`src/rtl/hazard_ctrl_if.sv`:
```
// Pipeline <-> hazard controller signal bundle. The pipeline side is the master
// (drives hazard sources); the controller is the slave (drives stall/flush pins).
interface hazard_ctrl_if;
    logic [4:0] if_id_rs1_addr;
    logic [4:0] if_id_rs2_addr;
    logic       if_id_valid;
    logic [4:0] id_ex_rd_addr;
    logic       id_ex_mem_read;
    logic       id_ex_is_muldiv;
    logic       id_ex_valid;
    logic       ex_redirect;
    logic       mdu_done;
    logic       dmem_req;
    logic       dmem_ready;

    logic       pc_stall;
    logic       if_id_stall;
    logic       id_ex_stall;
    logic       ex_mem_stall;
    logic       if_id_flush;
    logic       id_ex_flush;
    logic       ex_mem_flush;
    logic       mem_wb_flush;
    logic       mdu_start;
    logic       pc_redirect;

    modport master (
        output if_id_rs1_addr, if_id_rs2_addr, if_id_valid,
               id_ex_rd_addr, id_ex_mem_read, id_ex_is_muldiv, id_ex_valid,
               ex_redirect, mdu_done, dmem_req, dmem_ready,
        input  pc_stall, if_id_stall, id_ex_stall, ex_mem_stall,
               if_id_flush, id_ex_flush, ex_mem_flush, mem_wb_flush,
               mdu_start, pc_redirect
    );

    modport slave (
        input  if_id_rs1_addr, if_id_rs2_addr, if_id_valid,
               id_ex_rd_addr, id_ex_mem_read, id_ex_is_muldiv, id_ex_valid,
               ex_redirect, mdu_done, dmem_req, dmem_ready,
        output pc_stall, if_id_stall, id_ex_stall, ex_mem_stall,
               if_id_flush, id_ex_flush, ex_mem_flush, mem_wb_flush,
               mdu_start, pc_redirect
    );
endinterface

```
`src/rtl/hazard_ctrl.sv`:
```
// Stall/flush scheduler for the 5-stage in-order pipeline.
// Optional performance counters are compiled in with HAZARD_PERF_CNT_EN.
module hazard_ctrl #(
    parameter int IMEM_LATENCY = 1,
    parameter int CNT_W        = 32
) (
    input  logic              clk,
    input  logic              reset_n,
    hazard_ctrl_if.slave      hz
`ifdef HAZARD_PERF_CNT_EN
    ,
    output logic [CNT_W-1:0]  stall_cycles,
    output logic [CNT_W-1:0]  flush_events,
    output logic [CNT_W-1:0]  mdu_cycles
`endif
);

    typedef enum logic {RUN, MDU_WAIT} state_e;

    localparam logic [1:0] SHADOW_LOAD = 2'(IMEM_LATENCY);

    state_e     state_q, state_d;
    logic [1:0] shadow_cnt_q, shadow_cnt_d;
    logic       done_pend_q, done_pend_d;

    logic mem_wait, done_eff, mdu_busy, redirect_take, shadow_act;
    logic rs_match, load_use, start_mdu;

    always_comb begin
        mem_wait      = hz.dmem_req & ~hz.dmem_ready;
        // A done pulse swallowed by a memory freeze is replayed from the sticky flag.
        done_eff      = hz.mdu_done | done_pend_q;
        mdu_busy      = (state_q == MDU_WAIT) & ~done_eff;
        redirect_take = ~mem_wait & ~mdu_busy & hz.ex_redirect & hz.id_ex_valid;
        shadow_act    = shadow_cnt_q != 2'd0;
        rs_match      = (hz.id_ex_rd_addr == hz.if_id_rs1_addr) |
                        (hz.id_ex_rd_addr == hz.if_id_rs2_addr);
        load_use      = hz.id_ex_valid & hz.id_ex_mem_read & hz.if_id_valid &
                        (hz.id_ex_rd_addr != 5'd0) & rs_match;
        start_mdu     = (state_q == RUN) & hz.id_ex_valid & hz.id_ex_is_muldiv & ~mem_wait;
    end

    always_comb begin
        hz.pc_stall     = 1'b0;
        hz.if_id_stall  = 1'b0;
        hz.id_ex_stall  = 1'b0;
        hz.ex_mem_stall = 1'b0;
        hz.if_id_flush  = 1'b0;
        hz.id_ex_flush  = 1'b0;
        hz.ex_mem_flush = 1'b0;
        hz.mem_wb_flush = 1'b0;
        hz.pc_redirect  = 1'b0;
        hz.mdu_start    = 1'b0;
        if (!reset_n) begin
            hz.if_id_flush  = 1'b1;
            hz.id_ex_flush  = 1'b1;
            hz.ex_mem_flush = 1'b1;
            hz.mem_wb_flush = 1'b1;
        end else begin
            hz.mdu_start = start_mdu;
            if (mem_wait) begin
                hz.pc_stall     = 1'b1;
                hz.if_id_stall  = 1'b1;
                hz.id_ex_stall  = 1'b1;
                hz.ex_mem_stall = 1'b1;
                hz.mem_wb_flush = 1'b1;
            end else if (mdu_busy) begin
                hz.pc_stall     = 1'b1;
                hz.if_id_stall  = 1'b1;
                hz.id_ex_stall  = 1'b1;
                hz.ex_mem_flush = 1'b1;
            end else if (redirect_take) begin
                // The younger instruction in ID is killed, so any load-use stall is moot.
                hz.pc_redirect  = 1'b1;
                hz.if_id_flush  = 1'b1;
                hz.id_ex_flush  = 1'b1;
            end else if (shadow_act) begin
                hz.if_id_flush  = 1'b1;
            end else if (load_use) begin
                hz.pc_stall     = 1'b1;
                hz.if_id_stall  = 1'b1;
                hz.id_ex_flush  = 1'b1;
            end
        end
    end

    always_comb begin
        state_d      = state_q;
        shadow_cnt_d = shadow_cnt_q;
        done_pend_d  = done_pend_q;
        if (mem_wait) begin
            if ((state_q == MDU_WAIT) && hz.mdu_done)
                done_pend_d = 1'b1;
        end else begin
            done_pend_d = 1'b0;
            unique case (state_q)
                RUN:      if (start_mdu) state_d = MDU_WAIT;
                MDU_WAIT: if (done_eff)  state_d = RUN;
                default:  state_d = RUN;
            endcase
            if (redirect_take)
                shadow_cnt_d = SHADOW_LOAD;
            else if (!mdu_busy && shadow_act)
                shadow_cnt_d = shadow_cnt_q - 2'd1;
        end
    end

    always_ff @(posedge clk or negedge reset_n) begin
        if (!reset_n) begin
            state_q      <= RUN;
            shadow_cnt_q <= 2'd0;
            done_pend_q  <= 1'b0;
        end else begin
            state_q      <= state_d;
            shadow_cnt_q <= shadow_cnt_d;
            done_pend_q  <= done_pend_d;
        end
    end

`ifdef HAZARD_PERF_CNT_EN
    logic [CNT_W-1:0] stall_cycles_q, flush_events_q, mdu_cycles_q;

    always_ff @(posedge clk or negedge reset_n) begin
        if (!reset_n) begin
            stall_cycles_q <= '0;
            flush_events_q <= '0;
            mdu_cycles_q   <= '0;
        end else begin
            if (hz.pc_stall)           stall_cycles_q <= stall_cycles_q + CNT_W'(1);
            if (redirect_take)         flush_events_q <= flush_events_q + CNT_W'(1);
            if (state_q == MDU_WAIT)   mdu_cycles_q   <= mdu_cycles_q + CNT_W'(1);
        end
    end

    assign stall_cycles = stall_cycles_q;
    assign flush_events = flush_events_q;
    assign mdu_cycles   = mdu_cycles_q;
`endif

endmodule
```
`src/flat_wrapper.sv`:
```
// flat-port wrapper written by rule: the top's interface ports become plain ports
module hazard_ctrl_flat 
#(
    parameter int IMEM_LATENCY = 1,
    parameter int CNT_W        = 32
)
  (clk, reset_n, hz_if_id_rs1_addr, hz_if_id_rs2_addr, hz_if_id_valid, hz_id_ex_rd_addr, hz_id_ex_mem_read, hz_id_ex_is_muldiv, hz_id_ex_valid, hz_ex_redirect, hz_mdu_done, hz_dmem_req, hz_dmem_ready, hz_pc_stall, hz_if_id_stall, hz_id_ex_stall, hz_ex_mem_stall, hz_if_id_flush, hz_id_ex_flush, hz_ex_mem_flush, hz_mem_wb_flush, hz_mdu_start, hz_pc_redirect);
  hazard_ctrl_if hz_i ();
  input  logic clk;
  input  logic reset_n;
  input wire logic [$bits(hz_i.if_id_rs1_addr)-1:0] hz_if_id_rs1_addr;
  input wire logic [$bits(hz_i.if_id_rs2_addr)-1:0] hz_if_id_rs2_addr;
  input wire logic [$bits(hz_i.if_id_valid)-1:0] hz_if_id_valid;
  input wire logic [$bits(hz_i.id_ex_rd_addr)-1:0] hz_id_ex_rd_addr;
  input wire logic [$bits(hz_i.id_ex_mem_read)-1:0] hz_id_ex_mem_read;
  input wire logic [$bits(hz_i.id_ex_is_muldiv)-1:0] hz_id_ex_is_muldiv;
  input wire logic [$bits(hz_i.id_ex_valid)-1:0] hz_id_ex_valid;
  input wire logic [$bits(hz_i.ex_redirect)-1:0] hz_ex_redirect;
  input wire logic [$bits(hz_i.mdu_done)-1:0] hz_mdu_done;
  input wire logic [$bits(hz_i.dmem_req)-1:0] hz_dmem_req;
  input wire logic [$bits(hz_i.dmem_ready)-1:0] hz_dmem_ready;
  output wire logic [$bits(hz_i.pc_stall)-1:0] hz_pc_stall;
  output wire logic [$bits(hz_i.if_id_stall)-1:0] hz_if_id_stall;
  output wire logic [$bits(hz_i.id_ex_stall)-1:0] hz_id_ex_stall;
  output wire logic [$bits(hz_i.ex_mem_stall)-1:0] hz_ex_mem_stall;
  output wire logic [$bits(hz_i.if_id_flush)-1:0] hz_if_id_flush;
  output wire logic [$bits(hz_i.id_ex_flush)-1:0] hz_id_ex_flush;
  output wire logic [$bits(hz_i.ex_mem_flush)-1:0] hz_ex_mem_flush;
  output wire logic [$bits(hz_i.mem_wb_flush)-1:0] hz_mem_wb_flush;
  output wire logic [$bits(hz_i.mdu_start)-1:0] hz_mdu_start;
  output wire logic [$bits(hz_i.pc_redirect)-1:0] hz_pc_redirect;
  assign hz_i.if_id_rs1_addr = hz_if_id_rs1_addr;
  assign hz_i.if_id_rs2_addr = hz_if_id_rs2_addr;
  assign hz_i.if_id_valid = hz_if_id_valid;
  assign hz_i.id_ex_rd_addr = hz_id_ex_rd_addr;
  assign hz_i.id_ex_mem_read = hz_id_ex_mem_read;
  assign hz_i.id_ex_is_muldiv = hz_id_ex_is_muldiv;
  assign hz_i.id_ex_valid = hz_id_ex_valid;
  assign hz_i.ex_redirect = hz_ex_redirect;
  assign hz_i.mdu_done = hz_mdu_done;
  assign hz_i.dmem_req = hz_dmem_req;
  assign hz_i.dmem_ready = hz_dmem_ready;
  assign hz_pc_stall = hz_i.pc_stall;
  assign hz_if_id_stall = hz_i.if_id_stall;
  assign hz_id_ex_stall = hz_i.id_ex_stall;
  assign hz_ex_mem_stall = hz_i.ex_mem_stall;
  assign hz_if_id_flush = hz_i.if_id_flush;
  assign hz_id_ex_flush = hz_i.id_ex_flush;
  assign hz_ex_mem_flush = hz_i.ex_mem_flush;
  assign hz_mem_wb_flush = hz_i.mem_wb_flush;
  assign hz_mdu_start = hz_i.mdu_start;
  assign hz_pc_redirect = hz_i.pc_redirect;
  hazard_ctrl #(.IMEM_LATENCY(IMEM_LATENCY), .CNT_W(CNT_W)) u_core (.clk(clk), .reset_n(reset_n), .hz(hz_i));
endmodule
```
`config.mk`:
```
export PLATFORM = sky130hd
export DESIGN_NAME = hazard_ctrl_flat
export DESIGN_NICKNAME = d
export VERILOG_FILES = /design/src/rtl/hazard_ctrl_if.sv /design/src/rtl/hazard_ctrl.sv /design/src/flat_wrapper.sv
export SDC_FILE = /design/constraint.sdc
export NUM_CORES = 1
export LEC_CHECK = 0
export ABC_CLOCK_PERIOD_IN_PS = 1200
export CAP_MARGIN = 20
export CORE_MARGIN = 8
export CORE_UTILIZATION = 28
export DETAILED_ROUTE_END_ITERATION = 8
export PLACE_DENSITY_LB_ADDON = 0.12
export SYNTH_ARGS = -nofsm -noshare
export SYNTH_HDL_FRONTEND = slang
export SYNTH_SLANG_ARGS = --single-unit
```
`constraint.sdc`:
```
create_clock -name clk -period 1.2 [get_ports clk]
set_input_delay 0.12 -clock clk [delete_from_list [all_inputs] [get_ports clk]]
set_output_delay 0.12 -clock clk [all_outputs]
set_load 0.01 [all_outputs]
```
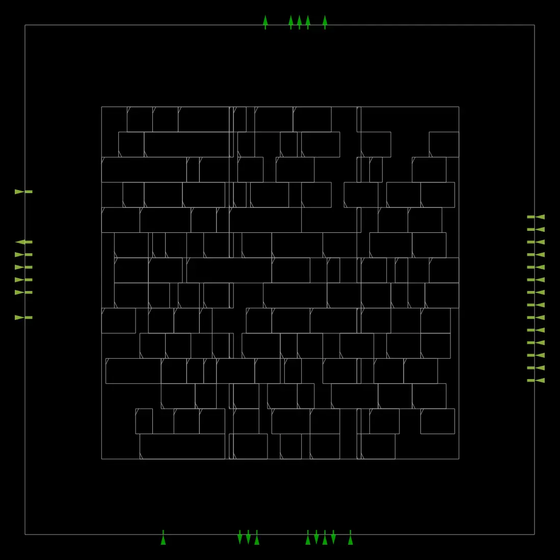
run_1/placement.png
Core ar.: 1470 um^2
tapcells inserted: 16

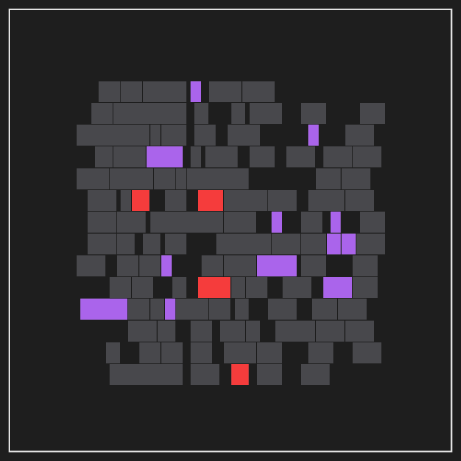
run_1/logic_types.png
Drawn at 8 px/um.
legend:
  purple:
    family: nor cells
    cells: 12
  red:
    family: and/or cells
    cells: 4
    where: middle
combinational share of cell area: 0.401
final non-filler cell total: 128
Commonest Layout Cell: clkdlybuf4s50_1

==> job_summary.md, run 1 <==
### Yosys + OpenROAD results

| Metric | Value |
|---|---|
| Sequential share of cell area | `0.0940` |
| Initial DRC Count | `5` |
| Max power group | `combinational cells` |
| RSZ-0062 raised after global routing | `true` |
| Clock share of power | `0.159` |
| Total die area | `3030 um^2` |
| CP Depth | `7` |
| CP Max Fanout | `2` |
| Via count | `611` |
| WL final | `1720 um` |
| CP Class | `reg2out` |
| Commonest cells post-synth | `10 x xor2_1, 6 x nor2_1, 5 x nand2_1` |
| CTS Buf Count | `3` |
| Ys flop type | `dfrtp_1` |
| Initial antenna violation count | `0` |
| Floorplan Nets | `82` |
| Fin. max-slew vios | `0` |
| Final setup viols | `9` |
| CTS tree | `done` |
| EDFF count, synth | `0` |
| ANT nets after route | `0` |
| PD cells | `1000 nW/um^2` |
| OpenROAD warning count | `29` |
| Antenna diodes | `0` |
| Cell type with the largest total area | `dfrtp_1` |
| Max Root-Sink Buffers | `2` |
| Status | `complete, but fails checks` |
| First-pass GRT wire length | `2730 um` |
| CP required | `1080 ps` |
| P_comb | `0.702 mW` |
| Sequential Power | `0.196 mW` |
| Final nets | `140` |
| P&R area growth vs syn | `149%` |
| Dominant cell area share | `0.234` |
| Worst hold slack | `55.1 ps` |
| Clock-cell share | `0.0212` |
| Detailed Place HPWL | `1410 um` |
| Fillers | `124` |
| R2R Setup Slk | `-170 ps` |
| WL/cell | `13.5 um` |
| CP peak stage delay | `370 ps` |
| Reg-to-Reg End | `u_core.shadow_cnt_q[1]` |
| Delay-heaviest family, CP | `flip-flops` |
| Worst vdd ir | `868 uV` |
| Max-cap violation count | `0` |
| Placed insts | `123` |
| CP Buf/Inv Count | `2` |
| Buffering overhead | `0.458` |
| Fin util | `0.724` |
| Total power | `1.07 mW` |
| Layout cells sized above 1 | `0.482` |
| Fin worst setup slack | `-473 ps` |
| Flop pwr share | `0.183` |
| Pre-Place Util | `0.291` |
| Vias in the first global route | `663` |
| Comb_multi_in | `49` |
| Pre-antenna DRT Iters | `4` |
| Yosys Instances | `56` |
| Area of the mapped netlist | `428 um^2` |
| Count leader, synth | `xor2_1` |
| Post-layout period usage | `1.39` |
| Worst slew margin | `0.810` |
| Power Internal | `0.704 mW` |
| Syn Area/Cell | `7.64 um^2` |
| Type of origin of the critical path | `flop` |
| GPL Wtd Cong | `0.779` |
| Storage element area | `100 um^2` |
| Failing checks | `negative setup slack` |
| Dpl ws | `-886 ps` |
| CTS clk-pin slew, worst paths | `40 ps` |
| Critical path arrival | `1550 ps` |
| Fin Clk Skew | `6.67 ps` |
| Least-Margin Pin Slew | `284 ps` |
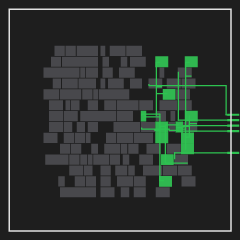
run_1/io_fan.png
Drawn at 4 px/um.
legend:
  green:
    port: hz_id_ex_rd_addr
    direction: input
    end_cells: 12
    buffers: 6
    wire: 206 um
Top Ports: 35
# port buffers: 34

-- run 1: how the worst max path moves through the flow --
stage	startpoint	slack, ps	end
detailed placement	hz_id_ex_rd_addr[2]	-890	hz_id_ex_flush
global placement	hz_id_ex_rd_addr[2]	-880	hz_id_ex_flush
floorplan	u_core.state_q	-180	hz_pc_stall
CTS	u_core.shadow_cnt_q[1]	-450	hz_id_ex_flush
global route	u_core.shadow_cnt_q[0]	-620	hz_id_ex_flush
finish	u_core.shadow_cnt_q[0]	-470	hz_id_ex_flush
-- run 1: what timing repair did --
item,in CTS,in global routing
resized,64,13
setup buffers,3,1
pin swaps,9,3
hold buffers,0,0
endpoints found under the setup margin,12,10
-- run 1: layer usage --
layer	track usage	routed length, um	part of all wire
met1	0.116	633	0.37
met4	0.0840	36	0.021
met3	0.0267	174	0.10
met2	0.229	878	0.51
met5	0	0	0
-- run 1: sequential cells by signal (all words and copies together), names as in the netlist --
register and cells:
u_core.state_q 1, u_core.done_pend_q 1, u_core.shadow_cnt_q 2
-- run 1: cell usage in the layout, fill, tap and decap left out, types with 2 or more instances in the layout --
cell type        instances
clkdlybuf4s50_1         21
buf_4                   15
xor2_1                  10
buf_6                   10
nor2_1                   6
buf_2                    4
dfrtp_1                  4
nand2_2                  3
clkbuf_4                 3
inv_1                    2
o21ai_2                  2
nand2_1                  2
nor3_1                   2
and2_1                   2
dlygate4sd2_1            2
-- run 1: logic make-up (layout without fill, tap and decap cells) --
logic type      after synthesis  after routing  synth area share
fa+ha+maj                     1              1            0.0292
simple gates                 26             26             0.310
flops                         4              4             0.234
xor+xnor                     10             10             0.205
buf+inv                       3             59            0.0351
compound gates               12             12             0.187
==> inputs of run 2 (changes only) <==
CORE_MARGIN = 4   (was 8)
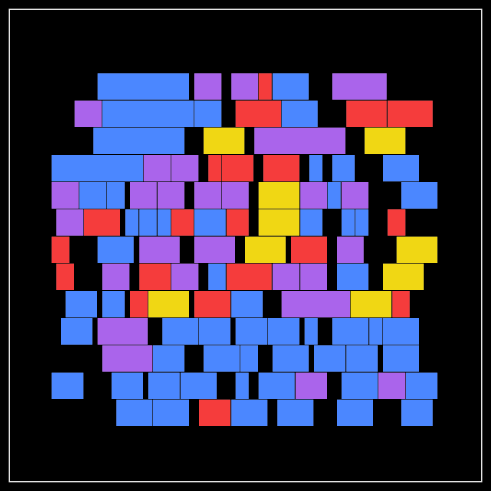
run_2/sizes.png
Drawn at 10 px/um.
legend:
  purple:
    size: _3 and _4 cells
    cells: 27
    most_used: buf_4
  blue:
    size: _0 and _1 cells
    cells: 57
    most_used: clkdlybuf4s50_1
  yellow:
    size: _6 and larger
    cells: 9
    most_used: buf_6
  red:
    size: _2 cells
    cells: 20
    most_used: buf_2
Signal buffers: 55
P&R area growth vs syn: 147%
fin worst setup slack: -477 ps
post-route cell area: 1060 um^2

==> job_summary.md, run 2 <==
### Yosys + OpenROAD results

| Metric | Value |
|---|---|
| Total power | `1.11 mW (was 1.07 mW)` |
| Top Ports | `35 (unchanged)` |
| Critical path arrival | `1560 ps (was 1550 ps)` |
| Rows | `13 (was 14)` |
| Yosys xor share | `0.205 (unchanged)` |
| R2R Setup Slk | `-160 ps (was -170 ps)` |
| Layout cells sized above 1 | `0.496 (was 0.482)` |
| Ys flop type | `dfrtp_1 (unchanged)` |
| Chip width | `47.1 um (was 55.1 um)` |
| ANT nets after route | `0 (unchanged)` |
| Hold crit path type | `in2async (unchanged)` |
| GPL Wtd Cong | `0.703 (was 0.779)` |
| Yosys aoi share | `0.187 (unchanged)` |
| Worst hold slack | `103 ps (was 55.1 ps)` |
| Fin. max-slew vios | `0 (unchanged)` |
| WL/cell | `14.5 um (was 13.5 um)` |
| Clk sinks | `4 (unchanged)` |
| CTS tree | `done (unchanged)` |
| Drc violations | `0 (unchanged)` |
| Delay-heaviest family, CP | `flip-flops (unchanged)` |
| Cells after synthesis | `56 (unchanged)` |
| Area of the mapped netlist | `428 um^2 (unchanged)` |
| Count leader, synth | `xor2_1 (unchanged)` |
| CTS Buf Count | `3 (unchanged)` |
| Max Root-Sink Buffers | `2 (unchanged)` |
| Fin worst setup slack | `-477 ps (was -473 ps)` |
| Pre-antenna DRT Iters | `4 (unchanged)` |
| Initial antenna violation count | `0 (unchanged)` |
| Placed insts | `121 (was 123)` |
| Type of origin of the critical path | `flop (unchanged)` |
| Met2 global-route usage | `0.306 (was 0.229)` |
| Via density | `4.85 (was 4.77)` |
| Adder Share, Synth | `0.0292 (unchanged)` |
| Initial DRC Count | `6 (was 5)` |
| Fin Clk Skew | `0.0553 ps (was 6.67 ps)` |
| Post-layout period usage | `1.40 (was 1.39)` |
| Total die area | `2220 um^2 (was 3030 um^2)` |
| Regs by FF count | `u_core.shadow_cnt_q (2), u_core.done_pend_q (1), u_core.state_q (1) (unchanged)` |
| OpenROAD warning count | `29 (unchanged)` |
| CP peak stage delay | `380 ps (was 370 ps)` |
| Top Layout Cells | `19 x clkdlybuf4s50_1, 16 x buf_4, 10 x xor2_1 (was 21 x clkdlybuf4s50_1, 15 x buf_4, 10 x xor2_1, 10 x buf_6, 6 x nor2_1)` |
| Final nets | `141 (was 140)` |
| Worst r2r path cells | `6 (unchanged)` |
| Via count | `621 (was 611)` |
| Slowest CP cell | `dfrtp_1 (unchanged)` |
| Detailed Place HPWL | `1280 um (was 1410 um)` |
| Synth async-reset ratio | `1.00 (unchanged)` |
| Setup TNS | `-2940 ps (was -2930 ps)` |
| Gr ovfl total | `0 (unchanged)` |
| Worst slew margin | `0.832 (was 0.810)` |
| Reg-to-Reg End | `u_core.shadow_cnt_q[1] (unchanged)` |
| PD cells | `1040 nW/um^2 (was 1000 nW/um^2)` |
| Max-cap violation count | `0 (unchanged)` |
| Least-Margin Pin Slew | `252 ps (was 284 ps)` |
| P_leak | `0.488 nW (was 0.483 nW)` |
| Clk_lat worst skew | `230 ps (was 240 ps)` |
| EDFF count, synth | `0 (unchanged)` |
| RSZ-0062 raised after global routing | `true (unchanged)` |
| Largest net degree at the start of global routing | `6 (was 7)` |
| Cell type with the largest total area | `dfrtp_1 (unchanged)` |
| Reg with most FFs | `u_core.shadow_cnt_q (unchanged)` |
| Floorplan Nets | `82 (unchanged)` |
| Worst path cell trace | `inv_2 > ha_4 > nand4_1 > a21oi_2 > nand3_1 > o221ai_1 > buf_2 (was inv_1 > ha_2 > nand4_1 > a21oi_2 > nand3_1 > o221ai_2 > buf_2)` |
| Distinct lib cells | `25 (unchanged)` |
| Yosys chip area | `428 um^2 (unchanged)` |
| Synth Register Bits | `4 (unchanged)` |
| CP required | `1080 ps (about the same)` |
| Die height | `47.1 um (was 55.1 um)` |
| H-tree depth | `1 (unchanged)` |
| CP Class | `reg2out (unchanged)` |
| WL final | `1860 um (was 1720 um)` |
| Final non-filler cell total | `128 (unchanged)` |
| Met3 usage | `0.0421 (was 0.0267)` |
| Status | `complete, but fails checks (unchanged)` |
| Largest logic family | `simple AND/OR/NAND/NOR gates (unchanged)` |
| CP Max Fanout | `2 (unchanged)` |
| Antenna diodes | `0 (unchanged)` |
| CP Capture Type | `output port (unchanged)` |
| Post-synth seq share | `0.234 (unchanged)` |
| Commonest Layout Cell | `clkdlybuf4s50_1 (unchanged)` |
| Worst reg2reg path startpoint | `u_core.done_pend_q (was u_core.state_q)` |
| Placed cell areas | `926 um^2 (was 935 um^2)` |
| Final Hold Viols | `0 (unchanged)` |
| Dpl ws | `-878 ps (was -886 ps)` |
| Number of warnings issued by yosys | `0 (unchanged)` |
| Met1 GRT Util | `0.198 (was 0.116)` |
| GR peak layer | `met2 (unchanged)` |
| CTS root buf | `clkbuf_4 (unchanged)` |
| Dominant cell area share | `0.234 (unchanged)` |
| Yosys Instances | `56 (unchanged)` |
| Final min period | `1680 ps (was 1670 ps)` |
| Core ar. | `1370 um^2 (was 1470 um^2)` |
| Fin util | `0.775 (was 0.724)` |
| Pre-Place Util | `0.313 (was 0.291)` |
| CP Buf/Inv Count | `2 (unchanged)` |
| Vias in the first global route | `697 (was 663)` |
| Max reg flops | `2 (unchanged)` |
| Mux share | `0 (unchanged)` |
| Failing checks | `negative setup slack (unchanged)` |
| Total GRT Usage | `0.172 (was 0.123)` |
| Final setup viols | `9 (unchanged)` |
| Syn Area/Cell | `7.64 um^2 (unchanged)` |
| Simple share | `0.310 (unchanged)` |
| Max Clk Rate | `596 MHz (was 598 MHz)` |
| CTS clk-pin slew, worst paths | `40 ps (about the same)` |
| Worst vdd ir | `1010 uV (was 868 uV)` |
| Commonest cells post-synth | `10 x xor2_1, 6 x nor2_1, 5 x nand2_1 (unchanged)` |
| # port buffers | `34 (unchanged)` |
| Biggest area cells | `dfrtp_1 23%, xor2_1 20%, nor2_1 5.3% (unchanged)` |
| Fillers | `108 (was 124)` |
| First-pass GRT wire length | `2710 um (was 2730 um)` |
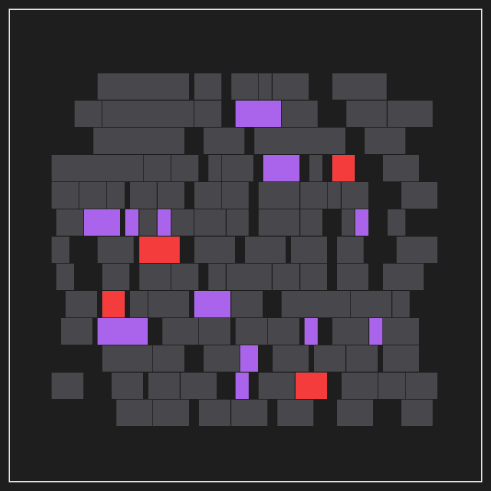
run_2/logic_types.png
Drawn at 10 px/um.
legend:
  red:
    family: and/or cells
    cells: 4
  purple:
    family: nor cells
    cells: 12
combinational share of cell area: 0.395

[run 2: how the worst max path moves through the flow]
stage	start	end	slack (ps)	cells past startpoint
finish	u_core.shadow_cnt_q[0]	hz_id_ex_flush	-480	7
global route	u_core.shadow_cnt_q[0]	hz_id_ex_flush	-580	7
CTS	u_core.shadow_cnt_q[1]	hz_id_ex_flush	-430	7
detailed placement	hz_id_ex_rd_addr[2]	hz_id_ex_flush	-880	6
global placement	hz_id_ex_rd_addr[0]	hz_id_ex_flush	-830	6
floorplan	u_core.state_q	hz_pc_stall	-180	5
[run 2: cell type report]
| type | instances | area, um^2 | share of cell area |
|---|---|---|---|
| repair buffers | 55 | 492 | 0.465 |
| clock buffers | 3 | 22.5 | 0.0213 |
| inverters | 2 | 7.51 | 0.00709 |
| multi-input cells | 49 | 418 | 0.395 |
| well taps | 15 | 18.8 | 0.0177 |
| flip-flops and latches | 4 | 100 | 0.0946 |
[run 2: per-layer routing]
metal / routed length (um) / part of all wire / vias to the layer above
met4: 26 / 0.014 / 0
met2: 1000 / 0.54 / 23
met1: 713 / 0.38 / 285
met3: 114 / 0.061 / 2
li1: - / - / 311
met5: 0 / 0 / -
[run 2: timing repair]
item / CTS / global route
endpoints found under the setup margin: 12 / 11
pin swaps: 11 / 4
gates resized: 68 / 10
buffers inserted: 4 / 4
hold buffers: 0 / 0
hold endpoints to repair: 0 / 0
[run 2: kinds of logic (layout without fill, tap and decap cells)]
group                    Yosys count  count (layout)
AND-OR/OR-AND                     12              12
XOR/XNOR                          10              10
adder cells (fa/ha/maj)            1               1
buffers and inverters              3              60
flip-flops                         4               4
AND/OR/NAND/NOR                   26              26
[run 2: power breakdown]
group,internal [mW],switching [mW]
Combinational,0.438,0.306
Sequential,0.175,0.0241
Clock,0.112,0.0507
==> inputs of run 3 (changes only) <==
SLEW_MARGIN = 25   (was unset)
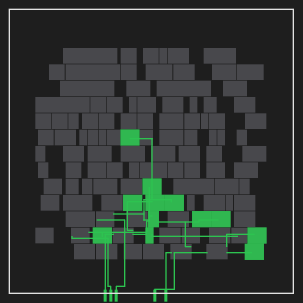
run_3/io_fan.png
Drawn at 6 px/um.
legend:
  green:
    port: hz_id_ex_rd_addr
    direction: input
    end_cells: 12
    buffers: 6
    wire: 166 um

==> job_summary.md, run 3 <==
### Yosys + OpenROAD results

| Metric | Value |
|---|---|
| OpenROAD warning count | `29 (unchanged)` |
| Failing checks | `negative setup slack (unchanged)` |
| CTS Hold Bufs | `0 (unchanged)` |
| Critical path arrival | `1560 ps (about the same)` |
| Power Internal | `0.725 mW (unchanged)` |
| Dominant cell area share | `0.234 (unchanged)` |
| P&R area growth vs syn | `147% (unchanged)` |
| Fin worst setup slack | `-477 ps (unchanged)` |
| Worst reg2reg path startpoint | `u_core.done_pend_q (unchanged)` |
| Ys flop type | `dfrtp_1 (unchanged)` |
| Area of the mapped netlist | `428 um^2 (unchanged)` |
| Sw Pwr | `0.381 mW (unchanged)` |
| Max-cap violation count | `0 (unchanged)` |
| CP required | `1080 ps (about the same)` |
| CTS root buf | `clkbuf_4 (unchanged)` |
| Switching Share | `0.345 (unchanged)` |
| RSZ-0062 raised after global routing | `true (unchanged)` |
| Largest net degree at the start of global routing | `6 (unchanged)` |
| CTS clk-pin slew, worst paths | `40 ps (about the same)` |
| Fin. max-slew vios | `0 (unchanged)` |
| Worst r2r path cells | `6 (unchanged)` |
| Syn Area/Cell | `7.64 um^2 (unchanged)` |
| Sequential Power | `0.199 mW (about the same)` |
| Detailed Place HPWL | `1280 um (unchanged)` |
| Rows | `13 (unchanged)` |
| H-tree depth | `1 (unchanged)` |
| Gr ovfl total | `0 (unchanged)` |
| CP Capture Type | `output port (unchanged)` |
| Number of warnings issued by yosys | `0 (unchanged)` |
| Via density | `4.85 (unchanged)` |
| WL/cell | `14.5 um (unchanged)` |
| Biggest area cells | `dfrtp_1 23%, xor2_1 20%, nor2_1 5.3% (unchanged)` |
| Setup TNS | `-2940 ps (unchanged)` |
| First-pass GRT wire length | `2710 um (unchanged)` |
| PD cells | `1040 nW/um^2 (unchanged)` |
| CTS Buf Count | `3 (unchanged)` |
| Final Hold Viols | `0 (unchanged)` |
| Synth async-reset ratio | `1.00 (unchanged)` |
| CP Class | `reg2out (unchanged)` |
| Initial antenna violation count | `0 (unchanged)` |
| R2R Setup Slk | `-160 ps (about the same)` |
| Total GRT Usage | `0.172 (unchanged)` |
| Chip width | `47.1 um (unchanged)` |
| Cells after synthesis | `56 (unchanged)` |
| Final min period | `1680 ps (unchanged)` |
| Final setup viols | `9 (unchanged)` |
| Pre-antenna DRT Iters | `4 (unchanged)` |
| Logic gate share of total power | `0.673 (about the same)` |
| CP Max Fanout | `2 (unchanged)` |
| Reg-to-Reg End | `u_core.shadow_cnt_q[1] (unchanged)` |
| P_comb | `0.744 mW (about the same)` |
| P_leak | `0.488 nW (unchanged)` |
| Least-Margin Pin Slew | `252 ps (unchanged)` |
| Yosys chip area | `428 um^2 (unchanged)` |
| Clock share of power | `0.147 (about the same)` |
| M1 WL | `713 um (unchanged)` |
| Count leader, synth | `xor2_1 (unchanged)` |
| GPL Wtd Cong | `0.703 (unchanged)` |
| Total die area | `2220 um^2 (unchanged)` |
| Pre-Place Util | `0.313 (unchanged)` |
| Status | `complete, but fails checks (unchanged)` |
| Reg with most FFs | `u_core.shadow_cnt_q (unchanged)` |
| Commonest cells post-synth | `10 x xor2_1, 6 x nor2_1, 5 x nand2_1 (unchanged)` |
| Antenna diodes | `0 (unchanged)` |
| Commonest Layout Cell | `clkdlybuf4s50_1 (unchanged)` |
| Placed insts | `121 (unchanged)` |
| EDFF count, synth | `0 (unchanged)` |
| Distinct lib cells | `25 (unchanged)` |
| Clk_lat worst skew | `230 ps (about the same)` |
| Die height | `47.1 um (unchanged)` |
| Fin Clk Skew | `0.0553 ps (unchanged)` |
| Power Clock | `0.162 mW (about the same)` |
| Max power group | `combinational cells (unchanged)` |
| Drc violations | `0 (unchanged)` |
| # port buffers | `34 (unchanged)` |
| Floorplan Nets | `82 (unchanged)` |
| Max Clk Rate | `596 MHz (unchanged)` |
| Post-synth seq share | `0.234 (unchanged)` |
| Final nets | `141 (unchanged)` |
| Synth Register Bits | `4 (unchanged)` |
| Clk sinks | `4 (unchanged)` |
| Top Ports | `35 (unchanged)` |
| Post-layout period usage | `1.40 (unchanged)` |
| DR top layer | `met4 (unchanged)` |
| Top Layout Cells | `19 x clkdlybuf4s50_1, 16 x buf_4, 10 x xor2_1 (unchanged)` |
| CTS tree | `done (unchanged)` |
| ANT nets after route | `0 (unchanged)` |
| Hold crit path type | `in2async (unchanged)` |
| Cell type with the largest total area | `dfrtp_1 (unchanged)` |
| Regs by FF count | `u_core.shadow_cnt_q (2), u_core.done_pend_q (1), u_core.state_q (1) (unchanged)` |
| WL final | `1860 um (unchanged)` |
| Via count | `621 (unchanged)` |
| Flop pwr share | `0.180 (about the same)` |
| Met3 WL post-DR | `114 um (unchanged)` |
| Total power | `1.11 mW (unchanged)` |
| Final non-filler cell total | `128 (unchanged)` |
| Core ar. | `1370 um^2 (unchanged)` |
| Vias in the first global route | `697 (unchanged)` |
| Max Root-Sink Buffers | `2 (unchanged)` |
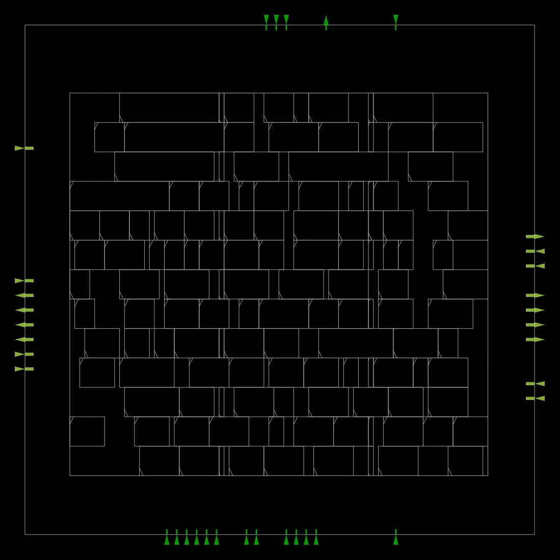
run_3/placement.png
Flops: 4
fin util: 0.775
tapcells inserted: 15

run 3: cell counts after synthesis:
No cell type changed its count.
run 3: critical path, cell delays in order, from the launching register on:
cell and delay, ps:
dfrtp_1 380, inv_2 80, ha_4 130, nand4_1 120
a21oi_2 200, nand3_1 120, o221ai_1 150, buf_2 160
run 3: metrics by stage:
step	area [um^2]	setup WS, ps	hold slack (ps)
after floorplan	450	-177	-176
after global placement	926	-830	465
after detailed placement	926	-878	477
after CTS	1030	-434	77.1
after global routing	1060	-584	112
final	1060	-477	103
run 3: area by class of cell:
type	instances	area [um^2]
tap	15	18.8
clock buffer	3	22.5
inverter	2	7.51
sequential	4	100
fill	108	308
multi-input combinational	49	418
timing repair buffer	55	492
run 3: worst max path at each step:
stage | start | end | cells after the start
2_1_floorplan | u_core.state_q | hz_pc_stall | 5
4_1_cts | u_core.shadow_cnt_q[1] | hz_id_ex_flush | 7
3_5_place_dp | hz_id_ex_rd_addr[2] | hz_id_ex_flush | 6
6_report | u_core.shadow_cnt_q[0] | hz_id_ex_flush | 7
5_1_grt | u_core.shadow_cnt_q[0] | hz_id_ex_flush | 7
3_3_place_gp | hz_id_ex_rd_addr[0] | hz_id_ex_flush | 6
run 3: routing by layer:
metal  up-vias  GRT usage
met2        23      0.306
met3         2     0.0421
met1       285      0.198
met5         -          0
li1        311          -
met4         0     0.0608
run 3: logic make-up (layout without fill, tap and decap cells):
kind of cell	after synthesis	in the layout	share of synthesized area
xor gates and xnor gates	10	10	0.205
adders and majority gates	1	1	0.0292
buffers and inverters	3	60	0.0351
DFF	4	4	0.234
AOI/OAI and AO/OA	12	12	0.187
and+or+nand+nor	26	26	0.310
run 3: repair_timing:
item,4_1_cts,5_1_grt
buffers inserted,4,4
cloned,0,0
gates resized,68,10
pin swaps,11,4
endpoints found under the setup margin,12,11
Power and IR drop assume default switching activity.
